[config.mk]
export PLATFORM = sky130hd
export DESIGN_NAME = axi_wr_slave_ctrl
export DESIGN_NICKNAME = d
export VERILOG_FILES = /design/src/rtl/axi_wr_slave_ctrl.sv
export SDC_FILE = /design/constraint.sdc
export NUM_CORES = 1
export LEC_CHECK = 0
export ABC_CLOCK_PERIOD_IN_PS = 5700
export CORE_MARGIN = 2
export CORE_UTILIZATION = 35
export CTS_BUF_LIST = sky130_fd_sc_hd__clkbuf_8
export CTS_CLUSTER_SIZE = 30
export DETAILED_ROUTE_END_ITERATION = 12
export PLACE_DENSITY_LB_ADDON = 0.2
export SETUP_SLACK_MARGIN = 0.5
export SLEW_MARGIN = 15
export SYNTH_ARGS = -nofsm -noshare
export SYNTH_HDL_FRONTEND = slang
export SYNTH_SLANG_ARGS = --single-unit
[constraint.sdc]
create_clock -name axi_aclk -period 5.7 [get_ports axi_aclk]
set_clock_uncertainty 0.05 [all_clocks]
set_input_delay 1.14 -clock axi_aclk [delete_from_list [all_inputs] [get_ports axi_aclk]]
set_output_delay 1.14 -clock axi_aclk [all_outputs]
set_load 0.02 [all_outputs]
[src/rtl/axi_wr_slave_ctrl.sv]
// AXI slave-side write controller: one AW burst at a time, per-beat address generation,
// registered byte-strobed memory write port and a single B response per burst.
module axi_wr_slave_ctrl #(
  parameter int AW      = 32,
  parameter int DW      = 64,
  parameter int MAXSIZE = 3
) (
  input  logic            axi_aclk,
  input  logic            axi_areset,
  input  logic [AW-1:0]   axi_awaddr,
  input  logic [7:0]      axi_awlen,
  input  logic [2:0]      axi_awsize,
  input  logic [1:0]      axi_awburst,
  input  logic            axi_awvalid,
  output logic            axi_awready,
  input  logic [DW-1:0]   axi_wdata,
  input  logic [DW/8-1:0] axi_wstrb,
  input  logic            axi_wlast,
  input  logic            axi_wvalid,
  output logic            axi_wready,
  output logic [1:0]      axi_bresp,
  output logic            axi_bvalid,
  input  logic            axi_bready,
  output logic            mem_we,
  output logic [AW-1:0]   mem_addr,
  output logic [DW-1:0]   mem_wdata,
  output logic [DW/8-1:0] mem_wstrb,
  output logic [15:0]     burst_cnt
);

  localparam logic [2:0] MAXSIZE_L = 3'(MAXSIZE);
  localparam logic [1:0] BURST_FIXED = 2'b00;
  localparam logic [1:0] BURST_INCR  = 2'b01;
  localparam logic [1:0] BURST_WRAP  = 2'b10;
  localparam logic [1:0] RESP_OKAY   = 2'b00;
  localparam logic [1:0] RESP_SLVERR = 2'b10;

  typedef enum logic [1:0] {
    S_IDLE  = 2'd0,
    S_DATA  = 2'd1,
    S_DRAIN = 2'd2,
    S_RESP  = 2'd3
  } state_t;

  state_t r_state;
  state_t w_state_nxt;

  logic [AW-1:0]   r_addr;
  logic [7:0]      r_len;
  logic [2:0]      r_size;
  logic [1:0]      r_burst;
  logic [7:0]      r_beat;
  logic            r_err;

  logic            r_awready;
  logic            r_wready;
  logic            r_bvalid;
  logic [1:0]      r_bresp;
  logic            r_mem_we;
  logic [AW-1:0]   r_mem_addr;
  logic [DW-1:0]   r_mem_wdata;
  logic [DW/8-1:0] r_mem_wstrb;
  logic [15:0]     r_burst_cnt;

  logic            w_aw_hs;
  logic            w_w_hs;
  logic            w_b_hs;
  logic            w_last_beat;
  logic            w_wrap_len_ok;
  logic            w_aw_err;
  logic            w_err_nxt;

  logic            w_awready_nxt;
  logic            w_wready_nxt;
  logic            w_bvalid_nxt;
  logic [1:0]      w_bresp_nxt;
  logic            w_mem_we_nxt;

  logic [AW-1:0]   w_bytes;
  logic [AW-1:0]   w_span;
  logic [AW-1:0]   w_aligned;
  logic [AW-1:0]   w_wrap_base;
  logic [AW-1:0]   w_addr_nxt;

  assign w_aw_hs     = axi_awvalid & r_awready;
  assign w_w_hs      = axi_wvalid & r_wready;
  assign w_b_hs      = r_bvalid & axi_bready;
  assign w_last_beat = (r_beat == r_len);

  assign w_wrap_len_ok = (axi_awlen == 8'd1) | (axi_awlen == 8'd3) |
                         (axi_awlen == 8'd7) | (axi_awlen == 8'd15);
  assign w_aw_err = (axi_awsize > MAXSIZE_L) | (axi_awburst == 2'b11) |
                    ((axi_awburst == BURST_WRAP) & ~w_wrap_len_ok);

  // Beat address generation; INCR realigns after an unaligned first beat,
  // WRAP folds the incremented offset back into the span-aligned window.
  assign w_bytes     = {{(AW-1){1'b0}}, 1'b1} << r_size;
  assign w_span      = ({{(AW-8){1'b0}}, r_len} + {{(AW-1){1'b0}}, 1'b1}) << r_size;
  assign w_aligned   = r_addr & ~(w_bytes - {{(AW-1){1'b0}}, 1'b1});
  assign w_wrap_base = r_addr & ~(w_span - {{(AW-1){1'b0}}, 1'b1});

  always_comb begin
    w_addr_nxt = r_addr;
    case (r_burst)
      BURST_FIXED: w_addr_nxt = r_addr;
      BURST_INCR:  w_addr_nxt = w_aligned + w_bytes;
      BURST_WRAP:  w_addr_nxt = w_wrap_base |
                                ((r_addr + w_bytes) & (w_span - {{(AW-1){1'b0}}, 1'b1}));
      default:     w_addr_nxt = r_addr;
    endcase
  end

  // State register
  always_ff @(posedge axi_aclk) begin
    if (axi_areset) begin
      r_state <= S_IDLE;
    end else begin
      r_state <= w_state_nxt;
    end
  end

  // Next-state and error tracking
  always_comb begin
    w_state_nxt = r_state;
    w_err_nxt   = r_err;
    case (r_state)
      S_IDLE: begin
        if (w_aw_hs) begin
          w_state_nxt = S_DATA;
          w_err_nxt   = w_aw_err;
        end
      end
      S_DATA: begin
        if (w_w_hs) begin
          if (axi_wlast && !w_last_beat) begin
            w_state_nxt = S_RESP;
            w_err_nxt   = 1'b1;
          end else if (w_last_beat && axi_wlast) begin
            w_state_nxt = S_RESP;
          end else if (w_last_beat) begin
            w_state_nxt = S_DRAIN;
            w_err_nxt   = 1'b1;
          end
        end
      end
      S_DRAIN: begin
        if (w_w_hs && axi_wlast) begin
          w_state_nxt = S_RESP;
        end
      end
      S_RESP: begin
        if (w_b_hs) begin
          w_state_nxt = S_IDLE;
        end
      end
      default: w_state_nxt = S_IDLE;
    endcase
  end

  // Outputs are registered, so derive their next values from the next state
  always_comb begin
    w_awready_nxt = (w_state_nxt == S_IDLE);
    w_wready_nxt  = (w_state_nxt == S_DATA) | (w_state_nxt == S_DRAIN);
    w_bvalid_nxt  = (w_state_nxt == S_RESP);
    w_bresp_nxt   = RESP_OKAY;
    if ((w_state_nxt == S_RESP) && w_err_nxt) begin
      w_bresp_nxt = RESP_SLVERR;
    end
    w_mem_we_nxt  = (r_state == S_DATA) & w_w_hs & ~r_err;
  end

  always_ff @(posedge axi_aclk) begin
    if (axi_areset) begin
      r_awready   <= 1'b1;
      r_wready    <= 1'b0;
      r_bvalid    <= 1'b0;
      r_bresp     <= RESP_OKAY;
      r_err       <= 1'b0;
      r_burst_cnt <= 16'd0;
    end else begin
      r_awready <= w_awready_nxt;
      r_wready  <= w_wready_nxt;
      r_bvalid  <= w_bvalid_nxt;
      r_bresp   <= w_bresp_nxt;
      r_err     <= w_err_nxt;
      if (w_b_hs) begin
        r_burst_cnt <= r_burst_cnt + 16'd1;
      end
    end
  end

  // Burst descriptor and beat tracking
  always_ff @(posedge axi_aclk) begin
    if (axi_areset) begin
      r_addr  <= '0;
      r_len   <= 8'd0;
      r_size  <= 3'd0;
      r_burst <= 2'b00;
      r_beat  <= 8'd0;
    end else if (w_aw_hs) begin
      r_addr  <= axi_awaddr;
      r_len   <= axi_awlen;
      r_size  <= axi_awsize;
      r_burst <= axi_awburst;
      r_beat  <= 8'd0;
    end else if (w_w_hs && (r_state == S_DATA)) begin
      r_addr  <= w_addr_nxt;
      r_beat  <= r_beat + 8'd1;
    end
  end

  // Memory write port, one cycle behind the W handshake
  always_ff @(posedge axi_aclk) begin
    if (axi_areset) begin
      r_mem_we    <= 1'b0;
      r_mem_addr  <= '0;
      r_mem_wdata <= '0;
      r_mem_wstrb <= '0;
    end else begin
      r_mem_we <= w_mem_we_nxt;
      if (w_mem_we_nxt) begin
        r_mem_addr  <= r_addr;
        r_mem_wdata <= axi_wdata;
        r_mem_wstrb <= axi_wstrb;
      end
    end
  end

  assign axi_awready = r_awready;
  assign axi_wready  = r_wready;
  assign axi_bvalid  = r_bvalid;
  assign axi_bresp   = r_bresp;
  assign mem_we      = r_mem_we;
  assign mem_addr    = r_mem_addr;
  assign mem_wdata   = r_mem_wdata;
  assign mem_wstrb   = r_mem_wstrb;
  assign burst_cnt   = r_burst_cnt;

endmodule
Run 1, cells coloured by class:
(2 px per micron)
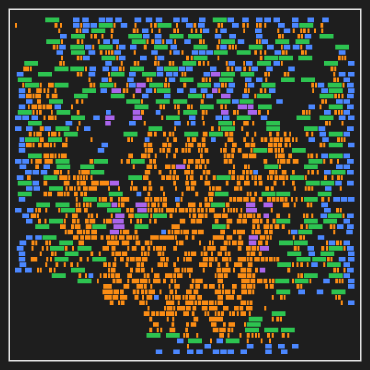
[green] flip-flops | cells: 181 | share of their area: 29%
[orange] all other logic | cells: 1091 | share of their area: 48%
[blue] other buffers and delay cells | cells: 259 | share of their area: 20%
[purple] clock drivers and dummy loads | cells: 31 | share of their area: 3.1%
flop share of the area: 0.2758
core occupancy in the finished layout: 0.4577
count of standard-cell rows: 62
core outline area: 0.02870 sq mm

Run 1, metal 1:
(3 px per micron) Supply wires on this layer in grey.
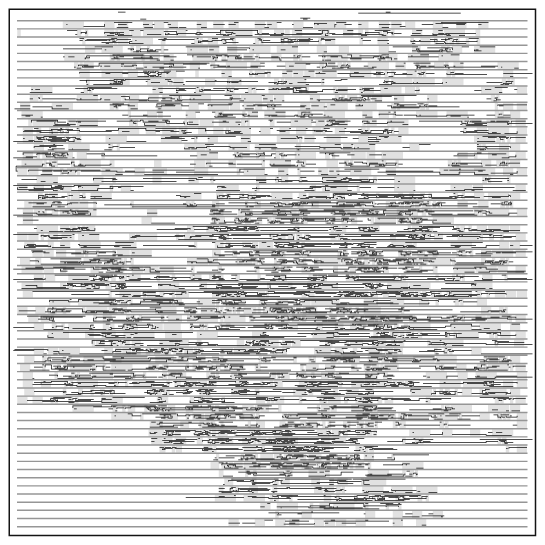
wire length on this layer: 15100 microns
nets with wire on the layer: 1545
main direction: horizontal
share of all routed wire: 47%

Run 1, cell outlines without signal wires:
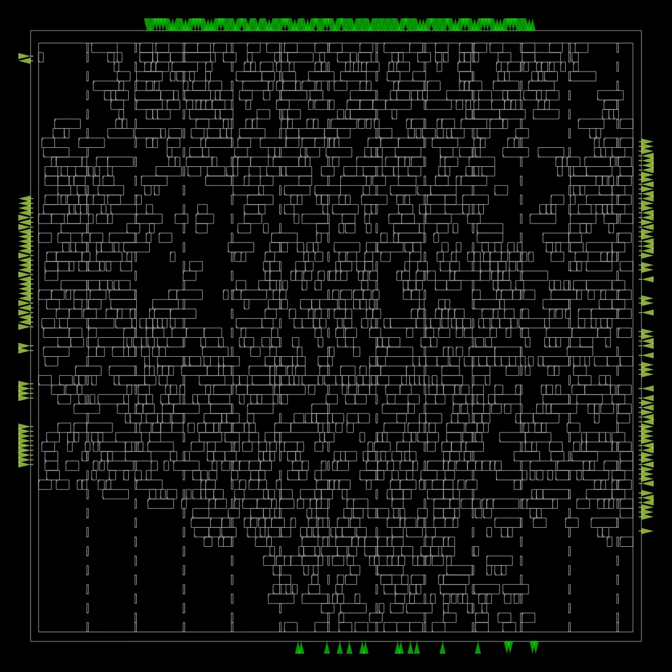
Well Taps: 384
tally of non-filler cells in the final layout: 1946

Run 1, wires at chosen ports, followed through buffers:
(1.5 px per micron)
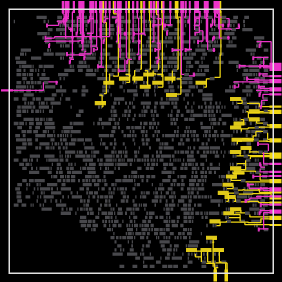
[magenta] axi_wdata | bits: 64 | direction: input | end cells: 64 | buffers: 64 | wire: 1540 microns
[yellow] mem_addr | bits: 32 | direction: output | end cells: 32 | buffers: 32 | wire: 1120 microns

run 1: power by group through the flow:
stage,clock network [mW],registers [mW],logic (mW)
after detailed placement,0,1.41,0.575
after CTS,0.920,1.39,0.578
after global routing,0.973,1.40,0.640
final,0.885,1.39,0.579
after floorplan,0,1.39,0.383
after global placement,0,1.41,0.572
run 1: placed cells by master, fill, tap and decap left out, types with 24 or more instances in the layout:
master	count
nor2_1	97
clkdlybuf4s50_1	246
xor2_1	30
nand2_1	322
o21ai_0	57
nor3_1	29
inv_1	24
dfxtp_1	181
xnor2_1	39
nand3_1	36
a21oi_1	166
run 1: logic make-up after synthesis:
kind of cell,count (synthesis),synth area share
AND-OR/OR-AND,361,0.2184
other,1,0.0003667
flip-flops,181,0.3543
XOR/XNOR,69,0.05909
multiplexers,14,0.01407
buffers and inverters,124,0.06239
AND/OR/NAND/NOR,597,0.2630
adder cells (fa/ha/maj),23,0.02838
run 1: worst max-delay path, stage by stage (launching register included):
cell	delay (ps)
dfxtp_1	970
clkinv_1	360
buf_4	280
a31oi_1	180
o32a_2	230
a22oi_1	140
o31ai_4	270
nand4_2	220
or3_4	460
a21oi_1	130
ha_1	250
inv_1	80
nand2_1	50
o22ai_1	140
o21a_1	130
o211ai_1	80
a31oi_1	180
run 1: cell type report:
| cell class | instances | area share |
|---|---|---|
| inverters | 26 | 0.007429 |
| well taps | 384 | 0.03657 |
| flip-flops and latches | 181 | 0.2758 |
| clock inverters | 14 | 0.01219 |
| clock buffers | 17 | 0.01781 |
| multi-input cells | 1065 | 0.4553 |
| repair buffers | 259 | 0.1949 |
run 1: metal layers:
metal,track usage,part of all wire,wire length [microns],up-vias
met3,0.03786,0.058,1877,37
li1,-,-,-,5106
met4,0.06389,0.021,673,0
met5,0,0,0,-
met2,0.3323,0.45,14630,337
met1,0.2853,0.47,15080,4771
run 1: worst paths after layout:
path,from,depth (start not counted),endpoint
worst max register to register,r_size[0],16,register
worst min register to register,mem_addr[7],2,mem_addr[7]
worst max-delay path,r_size[0],16,register
worst min-delay path,mem_addr[7],2,mem_addr[7]
==> notes.md, run 1 <==
Flow results follow.

The synthesis warning total is 0. Per the final timing report, the hold violations number 0. The synthesis stat section lists a flop and latch total of 181. The fraction of layout cells with a size suffix above 1 is 0.05314. The final antenna diode tally reported by the flow is 0. The total die area is 0.03060 sq mm. The clock tree synthesis step divided the H-tree into 4 levels. By area the synthesized netlist is led by dfxtp_1 (35%), nand2_1 (12%), a21oi_1 (8.1%). The share of total power dissipated in combinational logic is 0.203. The final critical-path required period is 4298 ps.

The power consumption is 2.852 mW. The flow ran to the end, and the final reports show no timing, DRC or antenna violations. Per the log, the first TritonRoute iteration ended with a DRC count of 760. TritonCTS built the clock tree. The arrival time at the worst endpoint is 4630 ps.

The combined area of the multi-input logic cells is 0.005982 sq mm. The finished design was reported to have a net count of 1694. The transition time recorded at the tightest slew-check pin is 1030 ps. The chip area estimate from yosys synthesis is 0.01023 sq mm. In the routed design, unresolved DRC markers number 0. The final routed wire length divided by cell count is 16.58 microns. The number of buffers inserted to repair setup after CTS is 0. The number of inserted filler cells in the final layout is 2909. Entering global routing, the biggest net connects a little over 90 pins.

The mean post-synth cell area is 7.465 sq um. The reg2reg setup slack is 1400 ps. The maximum count of clock buffers along a single path is 2.

In the final layout, flip-flops and latches occupy 0.003623 sq mm. The global route total overflow is 0. Setup repair after global routing left no endpoint under its margin. The power report puts the leakage power at 4.484 nW. The later pin in the worst-skew pair is clocked with a latency of 470 ps. The number of antenna violations at the first check in global routing is 0.

The top cell type's share of synthesized area is 0.3543. The routability congestion estimate is 0.8853. The layout-stage area growth over the synthesis result is 28.46%. Summing over every cut layer, the via total after detailed routing is 10251. Input and output buffers added on the ports amount to about 250. The number of nets handed over by synthesis was between 1500 and 2000. The number of different library cells in the post-synthesis netlist is 90. Per the timing report, the achievable frequency comes out to 232.7 MHz.

The count of instantiated cells in the yosys netlist is 1370. Of all cell types, the one taking the most synthesized area is dfxtp_1. The power density normalized to cell area is 217.1 mW/mm^2. The synthesis report gives the async set-or-reset register share as 0. The count of placed standard cells including taps is 1915. The critical path in the final layout is reported with a setup slack of 1402 ps. The number of max-slew violations in the final report is 0. The setup-violating endpoint count in the final report is 0. The setup total negative slack is 0 ps. In this run the count of I/O pins placed on the die edge is 249. The final layout contains routed wiring with a total length of 32260 microns. Logged for this run, the post-placement worst setup slack is 1485 ps. For this run the detailed placement stage logged an HPWL of 22930 microns. The all-layer global routing usage is 0.2081. The via count of the first global-routing pass is 9675. The class of the most critical hold timing path is reg -> reg. Ranked by instance count, the synthesized netlist is headed by nand2_1 (322), dfxtp_1 (181), a21oi_1 (166). The number of enable flip-flop cells is 0. The number of max-cap violations is 0. The most repeated cell in the gate-level netlist after synthesis is nand2_1. The detail route stage leaves a number of antenna-violating nets equal to 0.

Per the OpenROAD power report, switching power amounts to 0.9540 mW. At the floorplan stage, the core utilization is reported as 0.3563. The number of clock sinks came to 181.

For this run, the detailed router's first-pass iteration total came to 6. The normalized max-slew margin is 0.3136. On the final layout, the worst hold slack is about 410 ps.

The via-per-instance ratio is between 5 and 6. The ratio of final minimum period to clock period is 0.7540. The worst-path maximum fanout is 28. The fraction of power consumed by sequential logic is 0.487. Synthesis produced 1370 cells. The post-route cell area is 0.01314 sq mm. The horizontal die dimension reported for this design is 174.9 microns.

The power report lists cell-internal power as approximately 1.9 mW. Of the total power, the share spent switching nets is 0.3345. The total of cells resized after clock tree synthesis is 0. The number of warnings the tools reported is 28. The root buffer cell chosen for the clock tree is clkbuf_8. The synthesized cell area is roughly 0.01 sq mm. The share of the Yosys chip area taken by registers is 0.3543. The post-detailed-placement cell area is 0.01274 sq mm.

The timing report gives the clock slew at the launch and capture registers of the worst setup and hold paths as roughly 100 ps. The setup path with the least slack is of type reg -> reg. Looking at the cell usage after synthesis, the top flip-flop cell is dfxtp_1. Per the TritonCTS log, the buffer count is 17.

STA classifies the critical path startpoint as a register. The required time of the critical path is 6030 ps. The element type at the critical path end is a register.

The number of hold-repair buffers added at the cts stage is 0. The die is between 150 and 200 microns tall. The clock share of power is 0.310.

IR analysis of the VDD net gives a maximum drop of about 0.14 mV. The wire length of the first global-routing pass is 51880 microns.
==> run 2: changes to the inputs <==
--- a/config.mk
+++ b/config.mk
@@ -5,7 +5,7 @@
 export SDC_FILE = /design/constraint.sdc
 export NUM_CORES = 1
 export LEC_CHECK = 0
-export ABC_CLOCK_PERIOD_IN_PS = 5700
+export ABC_CLOCK_PERIOD_IN_PS = 3600
 export CORE_MARGIN = 2
 export CORE_UTILIZATION = 35
 export CTS_BUF_LIST = sky130_fd_sc_hd__clkbuf_8
==> constraint.sdc (replaced) <==
create_clock -name axi_aclk -period 3.6 [get_ports axi_aclk]
set_clock_uncertainty 0.05 [all_clocks]
set_input_delay 0.72 -clock axi_aclk [delete_from_list [all_inputs] [get_ports axi_aclk]]
set_output_delay 0.72 -clock axi_aclk [all_outputs]
set_load 0.02 [all_outputs]
Run 2, cell area per tile:
(2 px per micron) The die is cut into 17 by 17 equal tiles; dark blue is low, red is high, 0 to 100% covered.
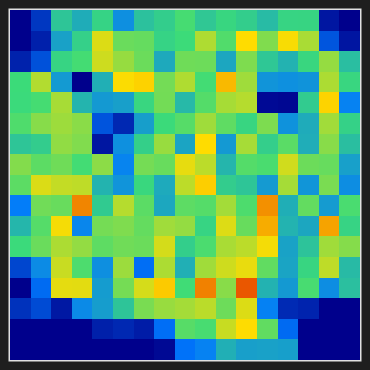
nearly empty tiles: 9.3%
tiles over 75% full: 3.8%
fullest tile: 90%

Run 2, metal 1:
(3 px per micron) Supply wires on this layer in grey.
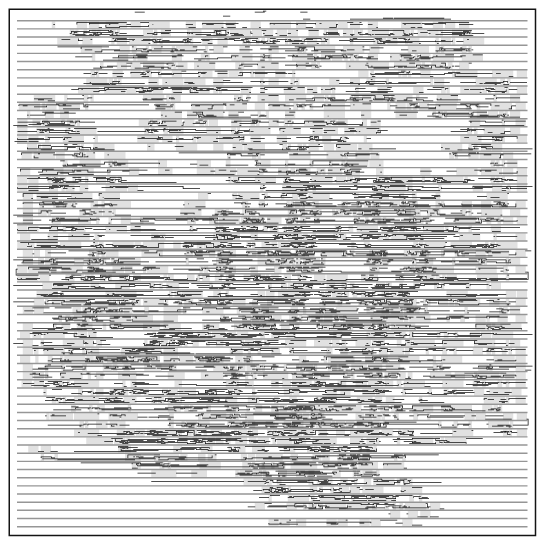
wire length on this layer: 15800 microns
main direction: horizontal

Run 2, cell outlines without signal wires:
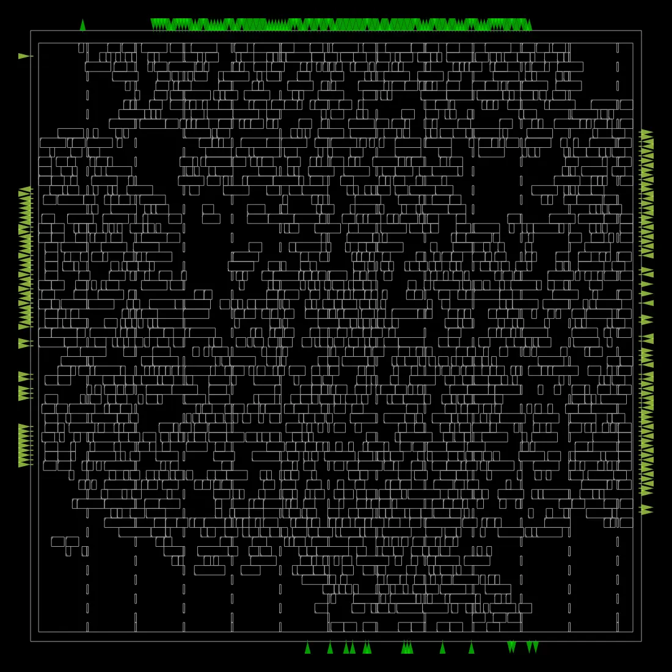
sequential cells: 181
flop share of the area: 0.2593
tally of non-filler cells in the final layout: 2003

==> run 2 against run 1 <==
Register-to-register slack worse by 970 ps. Hold slack better by 2.8 ps. Synthesized area stayed put. Non-clock buffer count increased by 56. Final cell count is 2.9% higher. Global-route usage is 0.83 points higher. Final area grew 7.2%. Critical path depth unchanged. Critical path type unchanged. Via count grew 3.1%. Combinational power increased by 85%.
==> notes.md, run 2 <==
Flow results follow.

The peak supply drop is 0.2300 mV (was 0.1430 mV). The dominant register cell in the synthesized netlist is dfxtp_1 (unchanged). The end point of the most critical hold path is mem_wdata[11] (was mem_addr[7]).

The all-layer global routing usage is 0.2164 (was 0.2081). The number of design-rule violations left by the first detailed-router iteration is 824 (was 760). The clock share of power is 0.315 (was 0.310). The actual slew at the worst max-slew pin is 913.3 ps (was 1030 ps). The power density normalized to cell area is 337.1 mW/mm^2 (was 217.1 mW/mm^2). Result of the run: complete, no violations (unchanged). The number of different library cells in the post-synthesis netlist is 90 (unchanged). The number of routed nets with antenna violations is 0 (unchanged).

The placed wire-length estimate is 24010 microns (was 22930 microns). The number of max-slew violations in the final report was 0 (unchanged). The fraction of power consumed by sequential logic is 0.461 (was 0.487). The startpoint of the most critical hold path is mem_wdata[11] (was mem_addr[7]). The routability congestion estimate is 0.8932 (was 0.8853). The reg2reg setup slack was 430 ps (was 1400 ps). The port buffer count is 247 (unchanged). The instance count of the mapped netlist came to 1370 (unchanged). The sequential-to-total area share from yosys stat is 0.3543 (unchanged). The total nets after synthesis is 1514 (unchanged).

The synthesized cell area was 0.01023 sq mm (unchanged). The count of instantiated cells in the yosys netlist is 1370 (unchanged). The floorplan core area is 0.02870 sq mm (unchanged). The switching power total is 1.627 mW (was 0.9540 mW). The required time of the critical path is 3890 ps (was 6030 ps). The hold slack is 410.6 ps (was 407.8 ps). The fraction of power spent switching nets was 0.3427 (was 0.3345). Worst-path cell chain: ha_4, nor2b_2, a211o_1, mux2_2, a21oi_1, a21oi_2, nand4_2, or3_4, a21oi_2, ha_1, inv_1, a32oi_1, nand2_1, o21a_1, o211ai_1, a31oi_1 (was clkinv_1, buf_4, a31oi_1, o32a_2, a22oi_1, o31ai_4, nand4_2, or3_4, a21oi_1, ha_1, inv_1, nand2_1, o22ai_1, o21a_1, o211ai_1, a31oi_1). The chip area estimate from yosys synthesis came to 0.01023 sq mm (unchanged). The TritonCTS clock tree is done (unchanged). The via count is 10573 (was 10251). The mean post-synth cell area is 7.465 sq um (unchanged). The highest-count logic cell in the final layout is nand2_1 (unchanged). The top cell type's share of synthesized area is 0.3543 (unchanged). The root buffer cell is clkbuf_8 (unchanged). The count of endpoints failing hold in the final timing report was 0 (unchanged). The total die area is 0.03060 sq mm (unchanged). The startpoint of the most critical register-to-register path was r_len[1] (was r_size[0]). The class of the most critical hold timing path is reg -> reg (unchanged). The global route total overflow is 0 (unchanged). The ratio of final minimum period to clock period was 0.8810 (was 0.7540). The combined area of the multi-input logic cells is 0.006341 sq mm (was 0.005982 sq mm). The starting density of the core is 0.3563 (unchanged). The combined flip-flop and latch cell area came to 0.003652 sq mm (was 0.003623 sq mm). The number of synthesized register bits is 181 (unchanged). The cell leakage power was 4.854 nW (was 4.484 nW). The total number of placement rows is 62 (unchanged). The synthesis warning total is 0 (unchanged). The final routed wire length divided by cell count is 17.14 microns (was 16.58 microns). The wire length of the first global-routing pass is 53660 microns (was 51880 microns). The kind of critical path is reg -> reg (unchanged). The top-level I/O count came to 249 (unchanged). The number of iterations in the first detailed-routing pass is 5 (was 6). The most repeated cell in the gate-level netlist after synthesis is nand2_1 (unchanged). The normalized max-slew margin came to 0.3889 (was 0.3136). The insertion delay at the late pin of the worst-skew pair came to 470 ps (about the same). The async set-reset flop share out of synthesis is 0 (unchanged). The number of enable flip-flop cells came to 0 (unchanged). The setup total negative slack was 0 ps (unchanged). The critical path's largest stage delay is 380 ps (was 970 ps). The largest net degree at the start of global routing is 163 (was 92). The clock transition at the registers of the reported paths is 120 ps (was 100 ps). The critical-path cell with the highest stage delay was dfxtp_4 (was dfxtp_1). RSZ-0062 raised after global routing: yes (was no).

The number of cells on the worst hold path is 2 (unchanged). The layout-stage area growth over the synthesis result is 37.73% (was 28.46%). The number of max-cap violations was 0 (unchanged). The via-per-instance ratio is 5.279 (was 5.268). The maximum count of clock buffers along a single path came to 2 (unchanged). The number of warnings the tools reported is 33 (was 28).

The cell type with the highest aggregate area in the netlist is dfxtp_1 (unchanged). The kind of launch point of the worst setup path is a register (unchanged). The level count of the clock H-tree is 4 (unchanged).

The number of inserted filler cells in the final layout is 2894 (was 2909). The share of power burned in combinational logic is 0.224 (was 0.203). Top cells excl fill/tap: nand2_1 (316), clkdlybuf4s50_1 (246), dfxtp_1 (172), a21oi_1 (162), nor2_1 (92) (was nand2_1 (322), clkdlybuf4s50_1 (246), dfxtp_1 (181), a21oi_1 (166), nor2_1 (97)).

The internal portion of total power is 3.121 mW (was 1.898 mW). The fraction of layout cells with a size suffix above 1 is 0.1303 (was 0.05314). The worst-path maximum fanout came to 5 (was 28). The TritonCTS sink count was 181 (unchanged). The final routed wirelength across all metal layers was 34330 microns (was 32260 microns).

The number of remaining DRC errors was 0 (unchanged). The arrival time at the worst endpoint is 3460 ps (was 4630 ps). The via count of the first global-routing pass is 9869 (was 9675). Cell types with the highest counts after synthesis: nand2_1 (322), dfxtp_1 (181), a21oi_1 (166) (unchanged).

Top cells, area: dfxtp_1 (35%), nand2_1 (12%), a21oi_1 (8.1%) (unchanged). The element type at the critical path end is a register (unchanged). The setup-violating endpoint count in the final report is 0 (unchanged). The final critical-path required period is 3172 ps (was 4298 ps). The count of nets after finishing is 1750 (was 1694). The number of antenna violations at the first check in global routing is 0 (unchanged). The floorplan die height is 174.9 microns (unchanged). The diode insertion count for antenna repair was 0 (unchanged). The clock buffer count from CTS was 17 (unchanged). The length in cells of the worst reg-to-reg path is 16 (unchanged). The maximum frequency from static timing analysis is 315.3 MHz (was 232.7 MHz).

The die extent in x is 174.9 microns (unchanged). The cell repeated most along the worst path is a21oi_2 (was a31oi_1).
-- run 2: kinds of logic after synthesis --
| logic type | count (synthesis) | share of synthesized area |
|---|---|---|
| buffers and inverters | 124 | 0.06239 |
| and+or+nand+nor | 597 | 0.2630 |
| adders and majority gates | 23 | 0.02838 |
| AOI/OAI and AO/OA | 361 | 0.2184 |
| DFF | 181 | 0.3543 |
| other | 1 | 0.0003667 |
| muxes | 14 | 0.01407 |
| xor gates and xnor gates | 69 | 0.05909 |
-- run 2: what timing repair did --
item	CTS	global route
setup endpoints to repair	25	24
resized	47	52
pin swaps	20	30
gates cloned	0	0
hold buffers	0	0
buffers inserted	17	11
-- run 2: final cells by class --
type                    count  area share
clock inverters            14     0.01279
inverters                  26    0.007550
well taps                 384     0.03411
clock buffers              18     0.01759
repair buffers            315      0.2185
multi-input cells        1065      0.4502
flip-flops and latches    181      0.2593
-- run 2: critical path, delay by kind of cell, from the launching register on --
kind            cells  cell delay (ps)
fa+ha+maj           2              600
buf+inv             1               60
compound gates      8             1240
simple gates        4              380
mux                 1              330
flops               1              380
-- run 2: how the worst max path moves through the flow --
stage / startpoint / to / slack, ps / cells after the start
after detailed placement: r_len[3] / register / 50 / 15
after global placement: r_len[3] / register / 170 / 15
final: r_len[1] / register / 430 / 16
after global routing: r_size[0] / register / 270 / 12
after floorplan: r_size[2] / register / 420 / 16
after CTS: r_len[0] / register / 430 / 16
-- run 2: power by group through the flow --
stage          Combinational, mW  Clock, mW  Sequential [mW]
2_1_floorplan              0.615          0             2.20
3_3_place_gp               0.985          0             2.23
3_5_place_dp               0.985          0             2.23
4_1_cts                     1.03       1.54             2.18
5_1_grt                     1.16       1.62             2.20
6_report                    1.07       1.49             2.19
-- run 2: stage by stage --
step           area (sq um)  setup slack, ps  std cells    util  power (mW)
3_5_place_dp          13080            54.99       1943  0.4557       3.214
4_1_cts               13810            431.7       1992  0.4811       4.754
2_1_floorplan         10290            416.4       1370       -       2.817
5_1_grt               14090            271.1       2003  0.4908       4.976
3_3_place_gp          13080            168.6       1943  0.4557       3.211
6_report              14090            428.4       2003  0.4908       4.748
-- run 2: layer usage --
| metal | track usage | up-vias | routed length, microns |
|---|---|---|---|
| li1 | - | 5227 | - |
| met3 | 0.03525 | 43 | 2252 |
| met1 | 0.3028 | 4948 | 15790 |
| met2 | 0.3416 | 355 | 15540 |
| met4 | 0.06597 | 0 | 743 |
| met5 | 0 | - | 0 |
Power and IR drop assume default switching activity.
